<file path="config.mk">
export PLATFORM = sky130hd
export DESIGN_NAME = write_once_reg_programmer_flat
export DESIGN_NICKNAME = d
export VERILOG_FILES = /design/src/rtl/write_once_reg_programmer_if.sv /design/src/rtl/write_once_reg_programmer.sv /design/src/flat_wrapper.sv
export SDC_FILE = /design/constraint.sdc
export NUM_CORES = 1
export LEC_CHECK = 0
export CORE_MARGIN = 3
export CORE_UTILIZATION = 48
export CTS_CLUSTER_SIZE = 10
export DETAILED_ROUTE_END_ITERATION = 16
export PLACE_DENSITY_LB_ADDON = 0.3
export SETUP_SLACK_MARGIN = 0.2
export SKIP_LAST_GASP = 1
export SLEW_MARGIN = 30
export SYNTH_ARGS = -nofsm -noshare
export SYNTH_HDL_FRONTEND = slang
export SYNTH_SLANG_ARGS = --single-unit
</file>
<file path="constraint.sdc">
create_clock -name Clk -period 3 [get_ports Clk]
set_clock_uncertainty 0.2 [all_clocks]
set_input_delay 0.6 -clock Clk [delete_from_list [all_inputs] [get_ports Clk]]
set_output_delay 0.6 -clock Clk [all_outputs]
set_load 0.05 [all_outputs]
</file>
<file path="src/rtl/write_once_reg_programmer_if.sv">
// Bundle of the request, register-access and response signals used by the write-once programmer.
// The master modport is the programmer itself; the slave modport is the sequencer/register side.
interface write_once_reg_programmer_if #(
    parameter int DATA_WIDTH = 16
);
    logic                  req_valid;
    logic                  req_ready;
    logic [DATA_WIDTH-1:0] req_data;
    logic                  req_lock;
    logic                  reg_write;
    logic [DATA_WIDTH-1:0] reg_wdata;
    logic [DATA_WIDTH-1:0] reg_rdata;
    logic                  rsp_valid;
    logic                  rsp_ready;
    logic [1:0]            rsp_status;
    logic [DATA_WIDTH-1:0] rsp_rdata;
    logic [1:0]            rsp_retries;

    modport master (
        input  req_valid, req_data, req_lock, reg_rdata, rsp_ready,
        output req_ready, reg_write, reg_wdata, rsp_valid, rsp_status, rsp_rdata, rsp_retries
    );

    modport slave (
        output req_valid, req_data, req_lock, reg_rdata, rsp_ready,
        input  req_ready, reg_write, reg_wdata, rsp_valid, rsp_status, rsp_rdata, rsp_retries
    );
endinterface

</file>
<file path="src/rtl/write_once_reg_programmer.sv">
// Programs one write-once register: checks its lock bit, writes once, reads back and
// retries on mismatch, then reports OK / LOCKED / MISMATCH to the requester.
module write_once_reg_programmer #(
    parameter int DATA_WIDTH    = 16,
    parameter int SETTLE_CYCLES = 2,
    parameter int RETRY_MAX     = 3
) (
    input  logic                       Clk,
    input  logic                       ip_resetn,
    write_once_reg_programmer_if.master bus
);
    localparam logic [2:0] IDLE     = 3'd0;
    localparam logic [2:0] PRECHECK = 3'd1;
    localparam logic [2:0] WRITE    = 3'd2;
    localparam logic [2:0] SETTLE   = 3'd3;
    localparam logic [2:0] CHECK    = 3'd4;
    localparam logic [2:0] RESP     = 3'd5;

    localparam logic [1:0] ST_OK       = 2'b00;
    localparam logic [1:0] ST_LOCKED   = 2'b01;
    localparam logic [1:0] ST_MISMATCH = 2'b10;

    localparam int CNT_W   = (SETTLE_CYCLES > 1) ? $clog2(SETTLE_CYCLES) : 1;
    localparam int RETRY_W = (RETRY_MAX > 1) ? $clog2(RETRY_MAX + 1) : 1;

    logic [2:0]            state;
    logic [CNT_W-1:0]      settle_cnt;
    logic [RETRY_W-1:0]    retry_cnt;
    logic [1:0]            retries_sat;
    logic [DATA_WIDTH-1:1] data_q;
    logic                  lock_q;
    logic                  reg_write_q;
    logic [DATA_WIDTH-1:0] reg_wdata_q;
    logic [1:0]            status_q;
    logic [DATA_WIDTH-1:0] rdata_q;
    logic [DATA_WIDTH-1:0] expected;
    logic                  settle_done;
    logic                  can_retry;

    // The register reports the lock bit in bit 0, so the expected readback carries lock there.
    assign expected    = {data_q, lock_q};
    assign settle_done = (settle_cnt == CNT_W'(SETTLE_CYCLES - 1));
    assign can_retry   = (retry_cnt < RETRY_W'(RETRY_MAX)) && !bus.reg_rdata[0];

    always_ff @(posedge Clk or negedge ip_resetn) begin
        if (!ip_resetn) begin
            state       <= IDLE;
            settle_cnt  <= '0;
            retry_cnt   <= '0;
            retries_sat <= 2'd0;
            data_q      <= '0;
            lock_q      <= 1'b0;
            reg_write_q <= 1'b0;
            reg_wdata_q <= '0;
            status_q    <= ST_OK;
            rdata_q     <= '0;
        end else begin
            case (state)
                IDLE: begin
                    if (bus.req_valid) begin
                        data_q      <= bus.req_data[DATA_WIDTH-1:1];
                        lock_q      <= bus.req_lock;
                        retry_cnt   <= '0;
                        retries_sat <= 2'd0;
                        settle_cnt  <= '0;
                        state       <= PRECHECK;
                    end
                end
                PRECHECK: begin
                    if (settle_done) begin
                        settle_cnt <= '0;
                        rdata_q    <= bus.reg_rdata;
                        if (bus.reg_rdata[0]) begin
                            status_q <= ST_LOCKED;
                            state    <= RESP;
                        end else begin
                            reg_write_q <= 1'b1;
                            reg_wdata_q <= expected;
                            state       <= WRITE;
                        end
                    end else begin
                        settle_cnt <= settle_cnt + CNT_W'(1);
                    end
                end
                WRITE: begin
                    reg_write_q <= 1'b0;
                    settle_cnt  <= '0;
                    state       <= SETTLE;
                end
                SETTLE: begin
                    if (settle_done) begin
                        settle_cnt <= '0;
                        state      <= CHECK;
                    end else begin
                        settle_cnt <= settle_cnt + CNT_W'(1);
                    end
                end
                CHECK: begin
                    rdata_q <= bus.reg_rdata;
                    if (bus.reg_rdata == expected) begin
                        status_q <= ST_OK;
                        state    <= RESP;
                    end else if (can_retry) begin
                        retry_cnt   <= retry_cnt + RETRY_W'(1);
                        retries_sat <= (retries_sat == 2'd3) ? 2'd3 : retries_sat + 2'd1;
                        reg_write_q <= 1'b1;
                        state       <= WRITE;
                    end else begin
                        status_q <= ST_MISMATCH;
                        state    <= RESP;
                    end
                end
                RESP: begin
                    if (bus.rsp_ready) begin
                        state <= IDLE;
                    end
                end
                default: begin
                    state <= IDLE;
                end
            endcase
        end
    end

    assign bus.req_ready   = (state == IDLE);
    assign bus.rsp_valid   = (state == RESP);
    assign bus.reg_write   = reg_write_q;
    assign bus.reg_wdata   = reg_wdata_q;
    assign bus.rsp_status  = status_q;
    assign bus.rsp_rdata   = rdata_q;
    assign bus.rsp_retries = retries_sat;
endmodule

</file>
<file path="src/flat_wrapper.sv">
// flat-port wrapper written by rule: the top's interface ports become plain ports
module write_once_reg_programmer_flat 
#(
    parameter int DATA_WIDTH    = 16,
    parameter int SETTLE_CYCLES = 2,
    parameter int RETRY_MAX     = 3
)
  (Clk, ip_resetn, bus_req_valid, bus_req_data, bus_req_lock, bus_reg_rdata, bus_rsp_ready, bus_req_ready, bus_reg_write, bus_reg_wdata, bus_rsp_valid, bus_rsp_status, bus_rsp_rdata, bus_rsp_retries);
  write_once_reg_programmer_if #(.DATA_WIDTH(DATA_WIDTH)) bus_i ();
  input  logic Clk;
  input  logic ip_resetn;
  input wire logic [$bits(bus_i.req_valid)-1:0] bus_req_valid;
  input wire logic [$bits(bus_i.req_data)-1:0] bus_req_data;
  input wire logic [$bits(bus_i.req_lock)-1:0] bus_req_lock;
  input wire logic [$bits(bus_i.reg_rdata)-1:0] bus_reg_rdata;
  input wire logic [$bits(bus_i.rsp_ready)-1:0] bus_rsp_ready;
  output wire logic [$bits(bus_i.req_ready)-1:0] bus_req_ready;
  output wire logic [$bits(bus_i.reg_write)-1:0] bus_reg_write;
  output wire logic [$bits(bus_i.reg_wdata)-1:0] bus_reg_wdata;
  output wire logic [$bits(bus_i.rsp_valid)-1:0] bus_rsp_valid;
  output wire logic [$bits(bus_i.rsp_status)-1:0] bus_rsp_status;
  output wire logic [$bits(bus_i.rsp_rdata)-1:0] bus_rsp_rdata;
  output wire logic [$bits(bus_i.rsp_retries)-1:0] bus_rsp_retries;
  assign bus_i.req_valid = bus_req_valid;
  assign bus_i.req_data = bus_req_data;
  assign bus_i.req_lock = bus_req_lock;
  assign bus_i.reg_rdata = bus_reg_rdata;
  assign bus_i.rsp_ready = bus_rsp_ready;
  assign bus_req_ready = bus_i.req_ready;
  assign bus_reg_write = bus_i.reg_write;
  assign bus_reg_wdata = bus_i.reg_wdata;
  assign bus_rsp_valid = bus_i.rsp_valid;
  assign bus_rsp_status = bus_i.rsp_status;
  assign bus_rsp_rdata = bus_i.rsp_rdata;
  assign bus_rsp_retries = bus_i.rsp_retries;
  write_once_reg_programmer #(.DATA_WIDTH(DATA_WIDTH), .SETTLE_CYCLES(SETTLE_CYCLES), .RETRY_MAX(RETRY_MAX)) u_core (.Clk(Clk), .ip_resetn(ip_resetn), .bus(bus_i));
endmodule
</file>
**M3 wires**

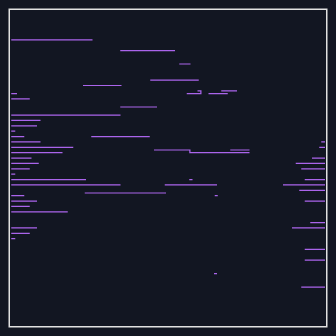
- wire length on this layer: 415 um
- share of all routed wire: 7.0%
- main direction: horizontal
- nets with wire on the layer: 45
- longest straight run: 27.4 um
via count: 1920
DRT Wirelength: 5880 um

==> flow_summary.yaml <==
# synthesis and place-and-route metrics
worst_hold_path:
  min_from: "u_core.bus.reg_wdata[13]$_DFFE_PN0P_"
  hold_class: "register to register"
synthesis:
  ys.warnings.count: 0
  synthesis.nets: 242
  ys_ff: 59
  netlist_instances: 204
  syn_area_um2: 2630
  ys.flop_type: "dfrtp_1"
  yosys-stat-area_um2: 2630
  synth-xor-area-share_pct: 5.34
  synth_area_per_cell_um2: 12.9
  yosys.area_share.adder_pct: 0.476
  muxShareOfSynthArea_pct: 20.6
  synth.cellmix.simpleShare_pct: 8.77
  compound_area_share_pct: 6.48
  logic_family: "multiplexers"
  async_flop_share_pct: 100
status:
  status: "complete, no violations"
critical_path:
  end_kind: "primary output"
  critPathArrivalTime_ns: 1.62
  r2r-end: "u_core.retry_cnt[1]$_DFFE_PN0P_"
  path_cells: "nor3_2 > dlymetal6s2s_1"
  crit_start: "u_core.state[0]$_DFFE_PN0P_"
  critical_path_required_ns: 2.20
  cp-start-kind: "register"
  crit_fanout: 13
  ff2ff_setup_slack_ns: 0.96
  endpoint: "bus_req_ready"
cells_and_area:
  layout_top_cells: "clkdlybuf4s50_1 (71), dfrtp_1 (59), mux2_2 (48)"
  comb_cells: 134
  area_growth_pct: 39.8
  final_nets: 329
  diodes: 0
  fillCellCount: 397
  seq_cell_count: 59
  layout.area.comb_um2: 1100
  sh_seq_area_pct: 40.2
  n_all_buffers: 84
  sh_comb_area_pct: 29.9
  final_cell_count_no_fill: 364
  final_common_cell: "clkdlybuf4s50_1"
  nClkBuffers: 11
  fin_area_um2: 3670
clocking:
  tritoncts: "done"
  cts.sinks: 59
  clk_path_buf_depth: 2
  insertion_delay_ns: 0.33
  clk_pin_slew_worst_paths_ns: 0.07
timing:
  finalWorstPathRequiredPeriod_ns: 2.42
  worst_slew_pin_slew_ns: 0.632
  slew_viol_final: 0
  holdWs_ns: 0.303
  relSlewSlack_pct: 57.7
  final.setup.tns_ns: 0
  finalHoldViolCount: 0
  rsz0062_at_grt: "no"
  setup_viol: 0
  max_freq_ghz: 0.413
placement:
  dp.cells: 349
  dp_hpwl_um: 4190
  io_buffers: 74
  placed_area_um2: 3490
floorplan:
  rows: 26
  coreArea_um2: 5200
  tap_cells: 70
  ios: 76
  fp.dieW_um: 80.0
  die_height_um: 80.0
global_route:
  antenna_found_initial: 0
  grt_pass1_vias: 2010
  grt_pass1_wl_um: 9500
  grt_max_degree: 33
  overflow: 0
route:
  drc: 0
  drtAntennaViolNets: 0
  drt_iter0_markers: 117
  wl_per_cell_um: 16.1
  vias_per_cell: 5.27
job:
  warnings: 27
  drv_cap: 0
power_and_ir_drop:
  ir_drop_mv: 0.680
  p_leak_nw: 1.60
  power_mw: 4.52
**Sequential cells colored by netlist name**

Other sequential cells in the stronger gray, the rest of the logic in the fainter gray.
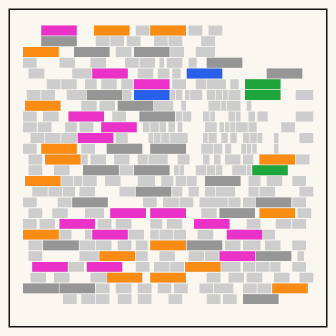
- u_core.state: green (flops 3)
- u_core.data_q: magenta (flops 15)
- u_core.bus.rsp_retries: blue (flops 2)
- u_core.bus.rsp_rdata: orange (flops 16; where all over the die)
seq pwr: 1.49 mW
flip-flop and latch area: 1480 um^2

## sequential cells by signal, indices dropped and copies added (netlist names)
name                    cells
u_core.bus.reg_wdata       16
u_core.bus.rsp_rdata       16
u_core.data_q              15
u_core.state                3
u_core.bus.rsp_retries      2
u_core.bus.rsp_status       2
u_core.retry_cnt            2
u_core.bus.reg_write        1
u_core.lock_q               1
u_core.settle_cnt           1
## layer usage
metal | GRT usage, % | routed length, um
met5 | 0 | 0
met4 | 8.95 | 109
met3 | 6.88 | 414
met2 | 32.0 | 2930
met1 | 23.8 | 2430
## what timing repair did
item / in CTS / in global routing
hold endpoints to repair: 7 / 0
endpoints found under the setup margin: 0 / 2
hold buffers: 1 / 0
setup buffers: 0 / 0
resized: 0 / 2
## cells in the mapped netlist, types with 2 or more instances
library cell	count	share of area, %
o211ai_1	2	0.57
nand3_1	3	0.57
a31oi_1	2	0.48
xor2_1	16	5.3
nor2_1	9	1.3
a21oi_1	8	1.5
nand2_1	12	1.7
mux2_2	48	21
nor3_1	2	0.38
nand2b_1	3	0.71
o21ai_0	5	0.95
buf_2	6	1.1
inv_1	3	0.43
dfrtp_1	59	56
nor4_1	3	0.71
or2_2	2	0.48
## power by group
group          internal (mW)  switching [mW]
Sequential              1.19           0.300
Clock                  0.331           0.293
Combinational           1.01            1.40
Total                   2.53            1.99
## worst max-delay path: cells and delay by family (launching register included)
family	cells	cell delay [ns]
flops	1	0.52
simple gates	1	0.30
buf+inv	1	0.47
## per-stage QoR
stage                     utilization, %  setup WS, ns
after floorplan                        -         0.628
after global placement              67.0         0.385
after detailed placement            67.0         0.372
after CTS                           70.4         0.206
after global routing                70.5         0.502
final                               70.5         0.579
No activity file was given, so power comes from the tool's default toggle rates.
